### src/rtl/clusterv_mgmt_regs.sv
// rtl/clusterv_mgmt_regs.sv - ClusterV management CSR target: reset vector, sys page, cluster reset, mgmt-to-sys mailbox.
module clusterv_mgmt_regs #(
    parameter logic [31:0] DEFAULT_RESET_VECTOR = 32'h10000000,
    parameter logic [31:0] ID_VALUE             = 32'hC1057E00,
    parameter int          RST_PULSE_CYCLES     = 16,
    parameter int          MBOX_DEPTH           = 4
) (
    input  logic        clock,
    input  logic        reset,
    input  logic [31:0] t_adr,
    input  logic [31:0] t_dat_w,
    output logic [31:0] t_dat_r,
    input  logic        t_cyc,
    input  logic        t_stb,
    input  logic        t_we,
    input  logic [3:0]  t_sel,
    output logic        t_ack,
    output logic        t_err,
    output logic [31:0] resvec,
    output logic [7:0]  sysaddr_page,
    output logic        core_reset,
    output logic [31:0] mbox_dat,
    output logic        mbox_valid,
    input  logic        mbox_ready
);

    localparam int PW = $clog2(MBOX_DEPTH);

    localparam logic [2:0] REG_ID     = 3'd0;
    localparam logic [2:0] REG_CTRL   = 3'd1;
    localparam logic [2:0] REG_RESVEC = 3'd2;
    localparam logic [2:0] REG_PAGE   = 3'd3;
    localparam logic [2:0] REG_MDATA  = 3'd4;
    localparam logic [2:0] REG_MSTAT  = 3'd5;

    logic          accept;
    logic          wr;
    logic          rd;
    logic [2:0]    reg_sel;
    logic [31:0]   rdata;

    logic          core_hold;
    logic [7:0]    pulse_cnt;
    logic          pulse_start;

    logic [31:0]   mbox_mem [MBOX_DEPTH];
    logic [PW-1:0] wr_ptr;
    logic [PW-1:0] rd_ptr;
    logic [4:0]    count;
    logic          overflow;
    logic          full;
    logic          push_req;
    logic          push_ok;
    logic          pop;

    wire unused_bits = &{1'b0, t_adr[31:5], t_adr[1:0]};

    assign t_err   = 1'b0;
    assign reg_sel = t_adr[4:2];
    assign accept  = t_cyc & t_stb & ~t_ack;
    assign wr      = accept & t_we;
    assign rd      = accept & ~t_we;

    // A pulse request is only honoured from an idle counter so it can never be stretched.
    assign pulse_start = wr && (reg_sel == REG_CTRL) && t_dat_w[1] && (pulse_cnt == 8'd0);

    // Full is judged on pre-edge state, so a same-cycle pop cannot make room for a push.
    assign full       = (count == 5'(MBOX_DEPTH));
    assign push_req   = wr && (reg_sel == REG_MDATA);
    assign push_ok    = push_req & ~full;
    assign mbox_valid = (count != 5'd0);
    assign pop        = mbox_valid & mbox_ready;
    assign mbox_dat   = mbox_mem[rd_ptr];

    always_comb begin
        rdata = 32'h0;
        case (reg_sel)
            REG_ID:     rdata = ID_VALUE;
            REG_CTRL:   rdata = {30'h0, (pulse_cnt != 8'd0), core_hold};
            REG_RESVEC: rdata = resvec;
            REG_PAGE:   rdata = {24'h0, sysaddr_page};
            REG_MSTAT:  rdata = {22'h0, overflow, full, 3'b000, count};
            default:    rdata = 32'h0;
        endcase
    end

    always_ff @(posedge clock) begin
        if (reset) begin
            t_ack        <= 1'b0;
            t_dat_r      <= 32'h0;
            resvec       <= DEFAULT_RESET_VECTOR;
            sysaddr_page <= 8'h0;
            core_hold    <= 1'b1;
            pulse_cnt    <= 8'd0;
            core_reset   <= 1'b1;
        end else begin
            t_ack   <= accept;
            t_dat_r <= rd ? rdata : 32'h0;

            if (wr && reg_sel == REG_CTRL)
                core_hold <= t_dat_w[0];

            if (wr && reg_sel == REG_RESVEC) begin
                for (int b = 0; b < 4; b++)
                    if (t_sel[b])
                        resvec[8*b +: 8] <= t_dat_w[8*b +: 8];
            end

            if (wr && reg_sel == REG_PAGE && t_sel[0])
                sysaddr_page <= t_dat_w[7:0];

            if (pulse_start)
                pulse_cnt <= 8'(RST_PULSE_CYCLES);
            else if (pulse_cnt != 8'd0)
                pulse_cnt <= pulse_cnt - 8'd1;

            core_reset <= core_hold | (pulse_cnt != 8'd0);
        end
    end

    always_ff @(posedge clock) begin
        if (reset) begin
            wr_ptr   <= '0;
            rd_ptr   <= '0;
            count    <= 5'd0;
            overflow <= 1'b0;
        end else begin
            if (push_ok)
                wr_ptr <= wr_ptr + PW'(1);
            if (pop)
                rd_ptr <= rd_ptr + PW'(1);

            case ({push_ok, pop})
                2'b10:   count <= count + 5'd1;
                2'b01:   count <= count - 5'd1;
                default: count <= count;
            endcase

            if (push_req && full)
                overflow <= 1'b1;
            else if (wr && reg_sel == REG_MSTAT && t_dat_w[9])
                overflow <= 1'b0;
        end
    end

    // Storage needs no reset: entries are only visible once count says they were written.
    always_ff @(posedge clock) begin
        if (push_ok)
            mbox_mem[wr_ptr] <= t_dat_w;
    end

endmodule

### config.mk
export PLATFORM = sky130hd
export DESIGN_NAME = clusterv_mgmt_regs
export DESIGN_NICKNAME = d
export VERILOG_FILES = /design/src/rtl/clusterv_mgmt_regs.sv
export SDC_FILE = /design/constraint.sdc
export NUM_CORES = 1
export LEC_CHECK = 0
export CORE_MARGIN = 2
export CORE_UTILIZATION = 40
export DETAILED_ROUTE_END_ITERATION = 12
export GPL_TIMING_DRIVEN = 0
export PLACE_DENSITY = 0.65
export REMOVE_ABC_BUFFERS = 1
export SLEW_MARGIN = 20
export SYNTH_ARGS = -nofsm -noshare
export SYNTH_HDL_FRONTEND = slang
export SYNTH_SLANG_ARGS = --single-unit
export TNS_END_PERCENT = 30
### constraint.sdc
create_clock -name clock -period 3.79 [get_ports clock]
set_input_delay 0.379 -clock clock [delete_from_list [all_inputs] [get_ports clock]]
set_output_delay 0.379 -clock clock [all_outputs]
set_load 0.02 [all_outputs]
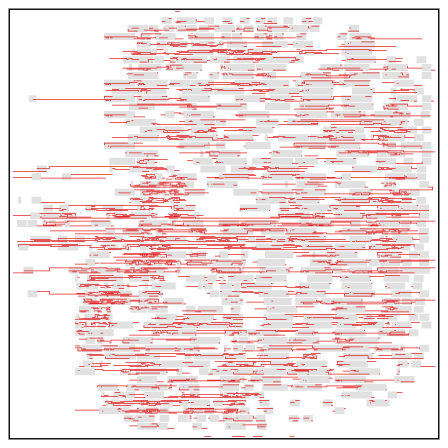
Run 1: metal 1
wire length on this layer: 8,050 µm
nets with wire on the layer: 683
main direction: horizontal
longest straight run: 46.0 µm
routing usage on met1: 21.8%
Routed WL: 18,800 µm
via count: 5,118

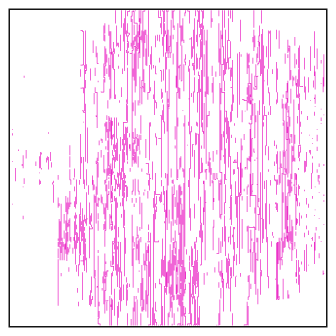
Run 1: signal wires on met2
share of all routed wire: 49%
nets with wire on the layer: 686
main direction: vertical
wire length on this layer: 9,240 µm
longest straight run: 101 µm

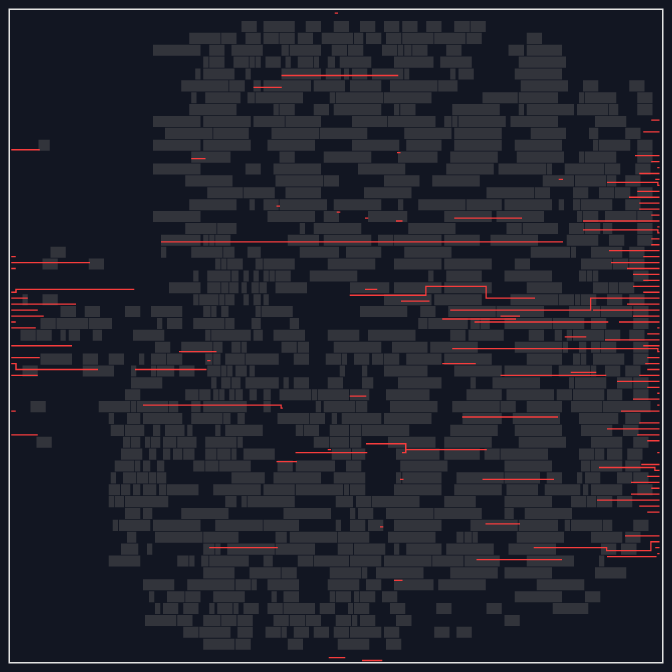
Run 1: M3 wires
wire length on this layer: 1,100 µm
nets with wire on the layer: 100
share of all routed wire: 5.9%
longest straight run: 91.8 µm
met3 Use GR: 2.94%

==> run 1: cell usage after synthesis (2+ instances only) <==
master	number	area, µm²
xor2_1	3	26.3
o21ai_0	5	25.0
nand2_1	9	33.8
nor4_1	2	12.5
edfxtp_1	128	3840
and3_1	2	12.5
xnor2_1	4	35.0
buf_1	2	7.51
inv_1	18	67.6
and2_1	17	106
nor2b_1	6	37.5
nand4_1	3	18.8
nand2b_1	5	31.3
mux2_2	5	56.3
a22oi_1	3	22.5
nand3_1	6	30.0
or4_1	2	15.0
or3_1	5	31.3
nor4_4	2	42.5
clkbuf_1	19	71.3
nor2_1	72	270
dfxtp_1	95	1900
a31oi_1	2	12.5
mux2i_1	49	490
mux4_2	32	721
nand3b_1	3	22.5
ha_1	9	113
nor3_1	6	30.0
a21oi_1	20	100
buf_2	5	25.0
==> run 1: routing by layer <==
metal  GRT usage, %  routed length, µm  up-vias
li1               -                  -     2379
met1           21.8               8050     2561
met2           28.6               9240      147
met3           2.94               1100       31
met4           4.62                398        0
met5              0                  0        -
==> run 1: flip-flops by register name (all words and copies together) (netlist names), 2 cells and up, named ones only <==
signal / flops
wr_ptr: 2
t_dat_r: 32
sysaddr_page: 8
pulse_cnt: 8
rd_ptr: 2
resvec: 32
mbox_mem: 128
count: 5
==> run 1: repair_timing <==
| item | CTS | global route |
|---|---|---|
| hold buffers | 0 | 0 |
| setup endpoints to repair | 0 | 1 |
| gates resized | 0 | 1 |
==> run 1: logic make-up (layout without fill, tap and decap cells) <==
logic type | after synthesis | in the layout
simple gates | 145 | 145
fa+ha+maj | 9 | 9
buf+inv | 47 | 218
other cells | 1 | 1
xor+xnor | 7 | 7
flops | 223 | 223
compound gates | 42 | 42
mux | 86 | 86
==> impl_metrics.csv, run 1 <==
group,metric,value,unit
logic_synthesis,simple_gate_share,8.95,%
logic_synthesis,synth.area.mux_share,15.0,%
power_and_ir_drop,p_total,5.61,mW
logic_synthesis,topCombFamilyByArea,"multiplexers",
placed_design,placed_cell_area,10300,µm²
layout,comb_cells,290,
sta,setup_tns,0,ps
logic_synthesis,ys_seq_elements,223,
worst_setup_path,worst-path-max-fanout,10,
detailed_routing,via_per_inst,5.09,
layout,layout_top_cell,"clkdlybuf4s50_1",
power_and_ir_drop,p_comb,0.820,mW
logic_synthesis,edf_count,128,
clocking,worst_skew_pair.late_latency,490,ps
worst_setup_path,r2r_cells,10,
power_and_ir_drop,p_comb_share,14.6,%
global_routing,gr-total-overflow,0,
power_and_ir_drop,clkPwrFrac,36.8,%
detailed_routing,detail_route.wl_per_cell,18.7,µm
worst_setup_path,end_kind,"flip-flop",
die,num_rows,53,
layout,nonClkBufAreaFrac,15.0,%
clocking,cts_setup_buffers,0,
power_and_ir_drop,ir_drop,0.233,mV
die,num_tap_cells,275,
placed_design,dp_slack,-455,ps
worst_setup_path,crit_cells,10,
die,fp_util,40.4,%
clocking,clockRootBuffer,"clkbuf_16",
logic_synthesis,yosys-stat-area,8440,µm²
worst_setup_path,cp-endpoint,"count[4]",
worst_setup_path,r2r_end,"count[4]",
power_and_ir_drop,p_seq,2.72,mW
logic_synthesis,synth_seq_share,68.0,%
layout,most-common-layout-cells,"149 x clkdlybuf4s50_1, 128 x edfxtp_1, 93 x dfxtp_1",
clocking,cts.clk_slew.worst_paths,60,ps
placed_design,routabilityCongestion,0.804,
worst_setup_path,r2r_start,"count[1]",
flow_run,warning_count,59,
sta,tightest_slew,921,ps
global_routing,grt_pass1_vias,5117,
layout,layout-drive-gt1-share,12.3,%
sta,fmax,287,MHz
sta,hold_violations,0,
power_and_ir_drop,p_clk,2.07,mW
sta,finalClockPeriodUsage,91.8,%
power_and_ir_drop,powerDensity,509,nW/µm²
status,status,"finished, final reports clean",
power_and_ir_drop,internal-power,4.23,mW
worst_hold_path,min_path_type,"primary input to flip-flop",
layout,seq_area,5750,µm²
clocking,cts.path.max_buffers,3,
die,boundaryPins,182,
worst_setup_path,slowest_stage,"nor4_1",
layout,design_area,11000,µm²
sta,setup_viol,0,
global_routing,groute.usage.overall,16.6,%
logic_synthesis,ff_type,"edfxtp_1",
logic_synthesis,ys_types,51,
worst_setup_path,critPathArrivalTime,3850,ps
die,core,20900,µm²
Run 1, routing congestion map:
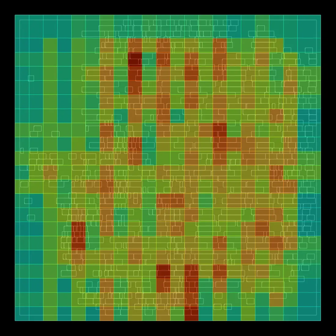

--- run 2 (diff from run 1) ---
CORE_UTILIZATION = 46   (was 40)
PLACE_DENSITY = 0.76   (was 0.65)
clock period = 3.1 ns   (was 3.79 ns; I/O delays follow)
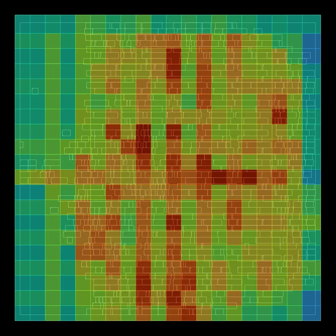
Run 2: routing congestion map
GR Util met2: 33.8%
overall routing resource usage: 19.5%

==> run 2 against run 1 <==
Net effect:
- critical path depth fell by 1
- die area is 13% lower
- combinational power grew 26%
- routed wire length increased by 2.1%
- area after synthesis did not move
- first-iteration DRC count grew 25%
==> impl_metrics.csv, run 2 <==
group,metric,value,unit
logic_synthesis,yosysTopAreaCell,"edfxtp_1",
layout,reg_top3,"mbox_mem (128), resvec (32), t_dat_r (32)",
status,status,"finished, final reports clean",
worst_setup_path,critPathArrivalTime,3320,ps
die,fp_util,47.0,%
logic_synthesis,top_cell_area_share,45.5,%
power_and_ir_drop,p_clk,2.78,mW
detailed_routing,wl,19200,µm
logic_synthesis,yosys-stat-area,8440,µm²
logic_synthesis,top_cell,"edfxtp_1",
global_routing,grt_pass1_vias,5440,
layout,area_delta_synth_final,30.9,%
worst_setup_path,worst-path-max-fanout,8,
sta,layout_min_cycle_time,2950,ps
logic_synthesis,common_cells,"128 x edfxtp_1, 95 x dfxtp_1, 72 x nor2_1",
clocking,cts_made_buffers,22,
sta,fmax,339,MHz
placed_design,dp_slack,-1020,ps
die,num_rows,49,
layout,largest_reg_flops,128,
logic_synthesis,synth_seq_share,68.0,%
layout,mi_logic_area,2550,µm²
power_and_ir_drop,p_comb_share,14.4,%
layout,layout_top_cell,"clkdlybuf4s50_1",
worst_setup_path,r2r_cells,9,
clocking,cts.path.max_buffers,3,
detailed_routing,vias,5245,
layout,layout-drive-gt1-share,14.2,%
layout,seq_area,5750,µm²
worst_setup_path,r2r_end,"count[4]",
sta,finalClockPeriodUsage,95.1,%
die,core,18000,µm²
global_routing,gr-max-usage-layer,"met2",
global_routing,grt_use_met3,4.58,%
sta,setup_viol,0,
sta,hold_violations,0,
clocking,clockRootBuffer,"clkbuf_16",
global_routing,gr-total-overflow,0,
logic_synthesis,syn_area_per_cell,15.1,µm²
detailed_routing,detail_route.wl_per_cell,20.0,µm
placed_design,placed_cell_area,10200,µm²
layout,design_area,11100,µm²
power_and_ir_drop,p_comb,1.03,mW
die,boundaryPins,182,
worst_hold_path,min_path_type,"primary input to flip-flop",
worst_setup_path,slowest_stage,"or4_1",
power_and_ir_drop,p_seq,3.34,mW
die,chip_area,19500,µm²
power_and_ir_drop,clkPwrFrac,38.9,%
logic_synthesis,ff_type,"edfxtp_1",
placed_design,routabilityCongestion,0.775,
worst_setup_path,crit_cells,9,
logic_synthesis,ys_types,51,
clocking,worst_skew_pair.late_latency,490,ps
logic_synthesis,ys_seq_elements,223,
worst_setup_path,r2r_start,"count[0]",
power_and_ir_drop,internal-power,5.41,mW
sta,drv_slew,0,
sta,tightest_slew,918,ps
power_and_ir_drop,seq_power_share,46.7,%
clocking,cts.clk_slew.worst_paths,60,ps
layout,most-common-layout-cells,"147 x clkdlybuf4s50_1, 128 x edfxtp_1, 91 x dfxtp_1",
logic_synthesis,edf_count,128,
placed_design,dp_cells,918,
worst_setup_path,end_kind,"flip-flop",
power_and_ir_drop,ir_drop,0.560,mV
worst_setup_path,reg2reg_slack,150,ps
layout,fin_cells,961,
layout,max_flop_register,"mbox_mem",
clocking,ctsHoldBuffers,0,
detailed_routing,via_per_inst,5.46,
logic_synthesis,topCellsByArea,"edfxtp_1 46%, dfxtp_1 23%, mux4_2 8.5%, mux2i_1 5.8%, nor2_1 3.2%",
sta,setup_tns,0,ps
power_and_ir_drop,powerDensity,646,nW/µm²
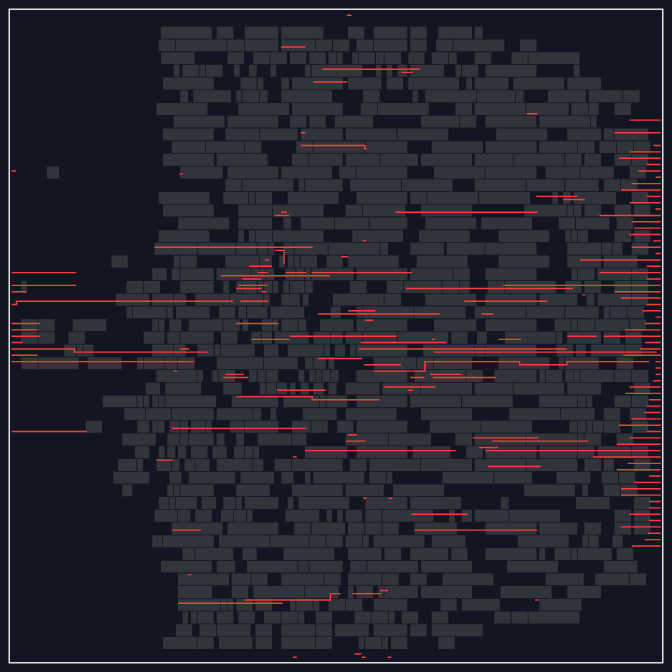
Run 2: M3 wires
main direction: horizontal
share of all routed wire: 7.6%
nets with wire on the layer: 120
wire length on this layer: 1,460 µm

run 2: cell types whose count changed in the layout (fill, tap and decap cells not counted), moves of 2 or more:
cell and delta:
ha_1 -2, dlygate4sd2_1 +2, clkdlybuf4s50_1 -2, clkinv_4 -2
bufinv_16 +3, buf_12 +3, buf_16 -3, dfxtp_1 -2
clkinv_2 +3, clkbuf_1 -7, dfxtp_2 +2, ha_2 +2
run 2: cell type report:
| type | instances | area share, % |
|---|---|---|
| repair buffers | 159 | 14.7 |
| clock inverters | 13 | 1.55 |
| well taps | 229 | 2.59 |
| diodes | 1 | 0.0226 |
| inverters | 19 | 0.645 |
| flip-flops and latches | 223 | 52.0 |
| multi-input cells | 290 | 23.1 |
| clock buffers | 27 | 5.34 |
run 2: layer usage:
layer / routed length [µm] / vias up / part of all wire, %
li1: - / 2380 / -
met5: 0 / - / 0
met3: 1460 / 39 / 7.6
met2: 9590 / 221 / 50
met1: 7550 / 2605 / 39
met4: 587 / 0 / 3.1
run 2: how the worst max path moves through the flow:
stage / start / to / slack (ps)
4_1_cts: t_ack / count[4] / 6
3_3_place_gp: reset / t_dat_r[26] / -2330
2_1_floorplan: t_ack / count[4] / 20
3_5_place_dp: t_adr[3] / count[4] / -1020
6_report: count[0] / count[4] / 150
5_1_grt: count[0] / count[4] / 10
run 2: logic make-up after synthesis:
kind of cell / count (synthesis) / share of synthesized area (%)
other cells: 1 / 0.0444
flops: 223 / 68.0
mux: 86 / 15.0
simple gates: 145 / 8.95
fa+ha+maj: 9 / 1.33
xor+xnor: 7 / 0.726
compound gates: 42 / 3.60
buf+inv: 47 / 2.30
run 2: repair_timing:
item                                    in CTS  in global routing
pin swaps                                    1                  0
endpoints found under the setup margin       2                  1
cloned                                       0                  0
setup buffers                                1                  1
gates resized                                5                  9
Power and IR drop assume default switching activity.
